===== src/rtl/ps2_host_tx.sv =====
// ============================================================================
// ps2_host_tx : host-to-device PS/2 transmitter for single command bytes.
// Rev 1.0
// ============================================================================
`timescale 1ns/1ps
`default_nettype none

module ps2_host_tx #(
    parameter int INHIBIT_CYCLES = 10_000,
    parameter int TIMEOUT_CYCLES = 2_000_000,
    parameter int FILTER_LEN     = 4
) (
    input  logic       clk,
    input  logic       rst,
    input  logic [7:0] tx_data,
    input  logic       tx_start,
    output logic       tx_busy,
    output logic       tx_done,
    output logic       tx_err,
    output logic [1:0] err_code,
    input  logic       ps2_clk_in,
    input  logic       ps2_data_in,
    output logic       ps2_clk_oe,
    output logic       ps2_data_oe
);

    localparam int c_CNT_MAX = (INHIBIT_CYCLES > TIMEOUT_CYCLES) ? INHIBIT_CYCLES : TIMEOUT_CYCLES;
    localparam int c_CNT_W   = $clog2(c_CNT_MAX + 1);

    localparam logic [c_CNT_W-1:0] c_INH_LAST  = c_CNT_W'(INHIBIT_CYCLES - 1);
    localparam logic [c_CNT_W-1:0] c_INH_END   = c_CNT_W'(INHIBIT_CYCLES);
    localparam logic [c_CNT_W-1:0] c_TO_LAST   = c_CNT_W'(TIMEOUT_CYCLES - 1);
    localparam logic [3:0]         c_STOP_IDX  = 4'd9;
    localparam logic [1:0]         c_ERR_TIMEOUT = 2'b01;
    localparam logic [1:0]         c_ERR_NAK     = 2'b10;

    typedef enum logic [2:0] {
        S_IDLE     = 3'd0,
        S_INHIBIT  = 3'd1,
        S_REQ      = 3'd2,
        S_SEND     = 3'd3,
        S_ACK      = 3'd4,
        S_WAIT_REL = 3'd5
    } state_t;

    // ------------------------------------------------------------------
    // Input synchronisers and clock glitch filter
    // ------------------------------------------------------------------
    logic [1:0]            r_clk_sync;
    logic [1:0]            r_data_sync;
    logic [FILTER_LEN-1:0] r_clk_hist;
    logic                  r_clk_filt;
    logic                  w_hist_low;
    logic                  w_hist_high;
    logic                  w_fe;
    logic                  w_edge;

    // Idle bus level is high, so the sync and filter chains reset to 1.
    always_ff @(posedge clk or posedge rst) begin
        if (rst) begin
            r_clk_sync  <= 2'b11;
            r_data_sync <= 2'b11;
        end else begin
            r_clk_sync  <= {r_clk_sync[0], ps2_clk_in};
            r_data_sync <= {r_data_sync[0], ps2_data_in};
        end
    end

    generate
        if (FILTER_LEN > 1) begin : g_filt_shift
            always_ff @(posedge clk or posedge rst) begin
                if (rst) begin
                    r_clk_hist <= '1;
                end else begin
                    r_clk_hist <= {r_clk_hist[FILTER_LEN-2:0], r_clk_sync[1]};
                end
            end
        end else begin : g_filt_single
            always_ff @(posedge clk or posedge rst) begin
                if (rst) begin
                    r_clk_hist <= '1;
                end else begin
                    r_clk_hist <= r_clk_sync[1];
                end
            end
        end
    endgenerate

    assign w_hist_low  = ~|r_clk_hist;
    assign w_hist_high = &r_clk_hist;
    assign w_fe        = r_clk_filt & w_hist_low;
    assign w_edge      = w_fe | (~r_clk_filt & w_hist_high);

    always_ff @(posedge clk or posedge rst) begin
        if (rst) begin
            r_clk_filt <= 1'b1;
        end else if (w_hist_high) begin
            r_clk_filt <= 1'b1;
        end else if (w_hist_low) begin
            r_clk_filt <= 1'b0;
        end
    end

    // ------------------------------------------------------------------
    // Transfer FSM
    // ------------------------------------------------------------------
    state_t               r_state;
    state_t               w_state_nxt;
    logic [c_CNT_W-1:0]   r_cnt;
    logic [c_CNT_W-1:0]   w_cnt_nxt;
    logic [3:0]           r_bitcnt;
    logic [3:0]           w_bitcnt_nxt;
    logic [9:0]           r_frame;
    logic [9:0]           w_frame_nxt;
    logic                 r_clk_oe;
    logic                 w_clk_oe_nxt;
    logic                 r_data_oe;
    logic                 w_data_oe_nxt;
    logic                 r_busy;
    logic                 w_busy_nxt;
    logic                 r_done;
    logic                 w_done_nxt;
    logic                 r_err;
    logic                 w_err_nxt;
    logic [1:0]           r_err_code;
    logic [1:0]           w_err_code_nxt;
    logic                 w_active;

    always_ff @(posedge clk or posedge rst) begin
        if (rst) begin
            r_state    <= S_IDLE;
            r_cnt      <= '0;
            r_bitcnt   <= '0;
            r_frame    <= '0;
            r_clk_oe   <= 1'b0;
            r_data_oe  <= 1'b0;
            r_busy     <= 1'b0;
            r_done     <= 1'b0;
            r_err      <= 1'b0;
            r_err_code <= 2'b00;
        end else begin
            r_state    <= w_state_nxt;
            r_cnt      <= w_cnt_nxt;
            r_bitcnt   <= w_bitcnt_nxt;
            r_frame    <= w_frame_nxt;
            r_clk_oe   <= w_clk_oe_nxt;
            r_data_oe  <= w_data_oe_nxt;
            r_busy     <= w_busy_nxt;
            r_done     <= w_done_nxt;
            r_err      <= w_err_nxt;
            r_err_code <= w_err_code_nxt;
        end
    end

    assign w_active = (r_state == S_REQ) || (r_state == S_SEND) ||
                      (r_state == S_ACK) || (r_state == S_WAIT_REL);

    always_comb begin
        w_state_nxt    = r_state;
        w_cnt_nxt      = r_cnt;
        w_bitcnt_nxt   = r_bitcnt;
        w_frame_nxt    = r_frame;
        w_clk_oe_nxt   = r_clk_oe;
        w_data_oe_nxt  = r_data_oe;
        w_busy_nxt     = r_busy;
        w_done_nxt     = 1'b0;
        w_err_nxt      = 1'b0;
        w_err_code_nxt = r_err_code;

        case (r_state)
            S_IDLE: begin
                if (tx_start) begin
                    w_frame_nxt    = {1'b1, ~^tx_data, tx_data};
                    w_err_code_nxt = 2'b00;
                    w_busy_nxt     = 1'b1;
                    w_clk_oe_nxt   = 1'b1;
                    w_data_oe_nxt  = 1'b0;
                    w_cnt_nxt      = '0;
                    w_bitcnt_nxt   = '0;
                    w_state_nxt    = S_INHIBIT;
                end
            end
            S_INHIBIT: begin
                // Start bit goes out one cycle before the clock line is released.
                if (r_cnt == c_INH_END) begin
                    w_clk_oe_nxt = 1'b0;
                    w_cnt_nxt    = '0;
                    w_state_nxt  = S_REQ;
                end else begin
                    w_cnt_nxt = r_cnt + 1'b1;
                    if (r_cnt == c_INH_LAST) begin
                        w_data_oe_nxt = 1'b1;
                    end
                end
            end
            S_REQ: begin
                if (w_fe) begin
                    w_data_oe_nxt = ~r_frame[0];
                    w_bitcnt_nxt  = 4'd1;
                    w_state_nxt   = S_SEND;
                end
            end
            S_SEND: begin
                if (w_fe) begin
                    w_data_oe_nxt = ~r_frame[r_bitcnt];
                    w_bitcnt_nxt  = r_bitcnt + 4'd1;
                    if (r_bitcnt == c_STOP_IDX) begin
                        w_state_nxt = S_ACK;
                    end
                end
            end
            S_ACK: begin
                if (w_fe) begin
                    if (!r_data_sync[1]) begin
                        w_state_nxt = S_WAIT_REL;
                    end else begin
                        w_clk_oe_nxt   = 1'b0;
                        w_data_oe_nxt  = 1'b0;
                        w_busy_nxt     = 1'b0;
                        w_err_nxt      = 1'b1;
                        w_err_code_nxt = c_ERR_NAK;
                        w_state_nxt    = S_IDLE;
                    end
                end
            end
            S_WAIT_REL: begin
                if (r_clk_sync[1] && r_data_sync[1]) begin
                    w_done_nxt  = 1'b1;
                    w_busy_nxt  = 1'b0;
                    w_state_nxt = S_IDLE;
                end
            end
            default: begin
                w_clk_oe_nxt  = 1'b0;
                w_data_oe_nxt = 1'b0;
                w_busy_nxt    = 1'b0;
                w_state_nxt   = S_IDLE;
            end
        endcase

        // Inactivity watchdog; a timeout overrides any completion in the same cycle.
        if (w_active) begin
            if (w_edge) begin
                w_cnt_nxt = '0;
            end else if (r_cnt == c_TO_LAST) begin
                w_clk_oe_nxt   = 1'b0;
                w_data_oe_nxt  = 1'b0;
                w_busy_nxt     = 1'b0;
                w_done_nxt     = 1'b0;
                w_err_nxt      = 1'b1;
                w_err_code_nxt = c_ERR_TIMEOUT;
                w_state_nxt    = S_IDLE;
            end else begin
                w_cnt_nxt = r_cnt + 1'b1;
            end
        end
    end

    assign tx_busy     = r_busy;
    assign tx_done     = r_done;
    assign tx_err      = r_err;
    assign err_code    = r_err_code;
    assign ps2_clk_oe  = r_clk_oe;
    assign ps2_data_oe = r_data_oe;

endmodule

`default_nettype wire


===== config.mk =====
export PLATFORM = sky130hd
export DESIGN_NAME = ps2_host_tx
export DESIGN_NICKNAME = d
export VERILOG_FILES = /design/src/rtl/ps2_host_tx.sv
export SDC_FILE = /design/constraint.sdc
export NUM_CORES = 1
export LEC_CHECK = 0
export CELL_PAD_IN_SITES_DETAIL_PLACEMENT = 0
export CELL_PAD_IN_SITES_GLOBAL_PLACEMENT = 2
export CORE_ASPECT_RATIO = 0.75
export CORE_MARGIN = 8
export CORE_UTILIZATION = 40
export DETAILED_ROUTE_END_ITERATION = 10
export PLACE_DENSITY_LB_ADDON = 0.2
export SKIP_CTS_REPAIR_TIMING = 1
export SYNTH_ARGS = -nofsm -noshare
export SYNTH_HDL_FRONTEND = slang
export SYNTH_SLANG_ARGS = --single-unit

===== constraint.sdc =====
create_clock -name clk -period 6.69 [get_ports clk]
set_clock_uncertainty 0.1 [all_clocks]
set_input_delay 1.0035 -clock clk [delete_from_list [all_inputs] [get_ports clk]]
set_output_delay 1.0035 -clock clk [all_outputs]
set_load 0.02 [all_outputs]

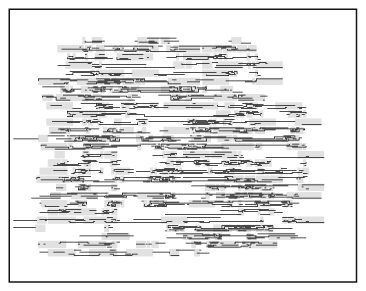
**Above:** signal wires on met1.
Scale: 3 px per um. Cells faint in the background.
share of all routed wire: 53%
longest straight run: 37.3 um
nets with wire on the layer: 337
main direction: horizontal
wire length on this layer: 3820 um

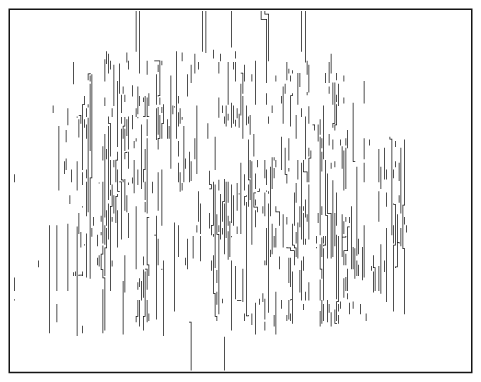
**Above:** met2 routing.
Scale: 4 px per um.
main direction: vertical
nets with wire on the layer: 274
longest straight run: 28.4 um
share of all routed wire: 42%
wire length on this layer: 3040 um

==> flow_summary_export.csv <==
group,metric,value,unit
sta,min_period_over_period,0.468,
sta,slew_violations,0,
grt,gr-total-overflow,0,
logic_synthesis,post-synth-top-count-cell,"nand2_1",
final_layout,ff_count,54,
final_layout,sh_seq_area,0.408,
critical_path,startpoint_type,"input port",
final_layout,nets,361,
route,antenna_left,0,
critical_path,crit_family,"AND-OR/OR-AND gates",
final_layout,layout-drive-gt1-share,0.0994,
logic_synthesis,yosys_area,2950,um^2
critical_path,worstPathArrival,3.20,ns
final_layout,final_common_cell,"nand2_1",
logic_synthesis,synth.distinct_cells,60,
cts,cts.sinks,54,
power,seqPwrFrac,0.575,
critical_path,path_class,"input port to flop",
logic_synthesis,topCellsByArea,"dfrtp_1, dfstp_2, nand2_1, o21ai_0, a21oi_1",
cts,clk_pin_slew_worst_paths,0.10,ns
floorplanning,rows,27,
placement,placed_area,3230,um^2
logic_synthesis,yosysTopAreaCellShare,0.381,
route,first_pass_iters,5,
final_layout,logic_area,1480,um^2
logic_synthesis,netlist_instances,327,
sta,slew_headroom,0.339,
grt,groute.usage.overall,0.150,
final_layout,buffers,21,
final_layout,largest_cell_class,"logic gates",
cts,cts_made_buffers,5,
power,internal_power,0.000462,W
power,powerDensity,176,nW/um^2
sta,setup_viol,0,
logic_synthesis,syn_avg_cell_area,9.03,um^2
grt,antenna_found_initial,0,
logic_synthesis,ys_seq_share,0.461,
sta,worst_slew_pin_slew,0.989,ns
floorplanning,tapCellCount,101,
logic_synthesis,synth_top_cell_by_area,"dfrtp_1",
route,met2_length,3040,um
logic_synthesis,mux_area_frac,0.0224,
route,viasPerCell,5.38,
grt,use_met2,0.211,
final_layout,num-fill-cells,684,
cts,clock_latency,0.30,ns
logic_synthesis,syn_area,2950,um^2
sta,final.min_clock_period,3.13,ns
hold_path,min_path_cells,0,
critical_path,cp_max_fo,13,
logic_synthesis,yosysWarnings,0,
logic_synthesis,ys_sh_adder,0.0296,
critical_path,cp-end-kind,"flop",
placement,place_ws,3.31,ns
floorplanning,floorplan.core_util,0.407,
final_layout,ff_latch_area,1360,um^2
final_layout,comb_share,0.443,
logic_synthesis,syn_nets,347,
critical_path,cpPeakStageDelay,0.62,ns
sta,finalWorstSetupSlack,3.56,ns
critical_path,cp.required,6.77,ns
final_layout,final_core_util,0.460,
route,postRouteWirelength,7180,um
power,switching_share,0.215,
critical_path,slowest_stage,"o41ai_1",
grt,met3_usage,0.0321,
cts,cts_root_buf,"clkbuf_8",
grt,grt_pass1_vias,2432,
outcome,status,"finished, final reports clean",
floorplanning,dieArea,10400,um^2
route,dr_wl_met3,290,um
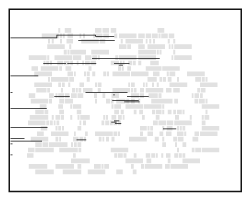
**Above:** the metal 3 layer.
Scale: 2 px per um. Cells faint in the background.
share of all routed wire: 4.1%
nets with wire on the layer: 23
main direction: horizontal
wire length on this layer: 291 um

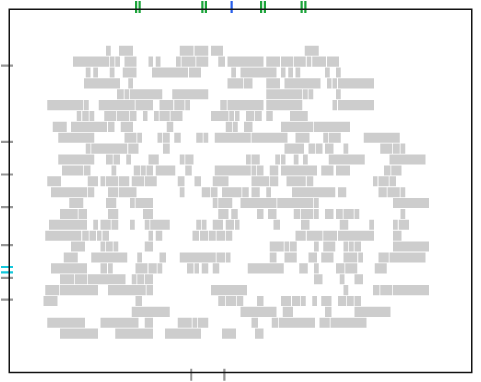
**Above:** ports around the boundary.
Scale: 4 px per um. Pins as bars across the die edge, other pins in gray.
[blue] ps2_data_oe | pins: 1 | direction: output | edge: north
[cyan] err_code | pins: 2 | direction: output | edge: west
[green] tx_data | pins: 8 | direction: input | edge: north
all pins by edge: 9 west, 9 north, 2 south
Die H: 90.4 um
port bufs: 19
DIE WIDTH: 115 um

[final timing paths]
check	start	to	slack [ns]
max in group asynchronous	rst	r_frame[3]	4.93
worst max-delay path	tx_start	r_cnt[2]	3.56
min in group asynchronous	rst	err_code[1]	1.11
worst min register to register	r_clk_sync[0]	r_clk_sync[1]	0.26
worst max register to register	r_state[1]	r_cnt[13]	3.91
worst min-delay path	r_clk_sync[0]	r_clk_sync[1]	0.26
[power groups by stage]
| stage | logic, W | registers (W) | clock network (W) |
|---|---|---|---|
| after floorplan | 0.0000187 | 0.000344 | 0 |
| after global placement | 0.0000328 | 0.000345 | 0 |
| after detailed placement | 0.0000330 | 0.000345 | 0 |
| after CTS | 0.0000331 | 0.000339 | 0.000229 |
| after global routing | 0.0000363 | 0.000340 | 0.000242 |
| final | 0.0000322 | 0.000339 | 0.000218 |
Power and IR drop assume default switching activity.
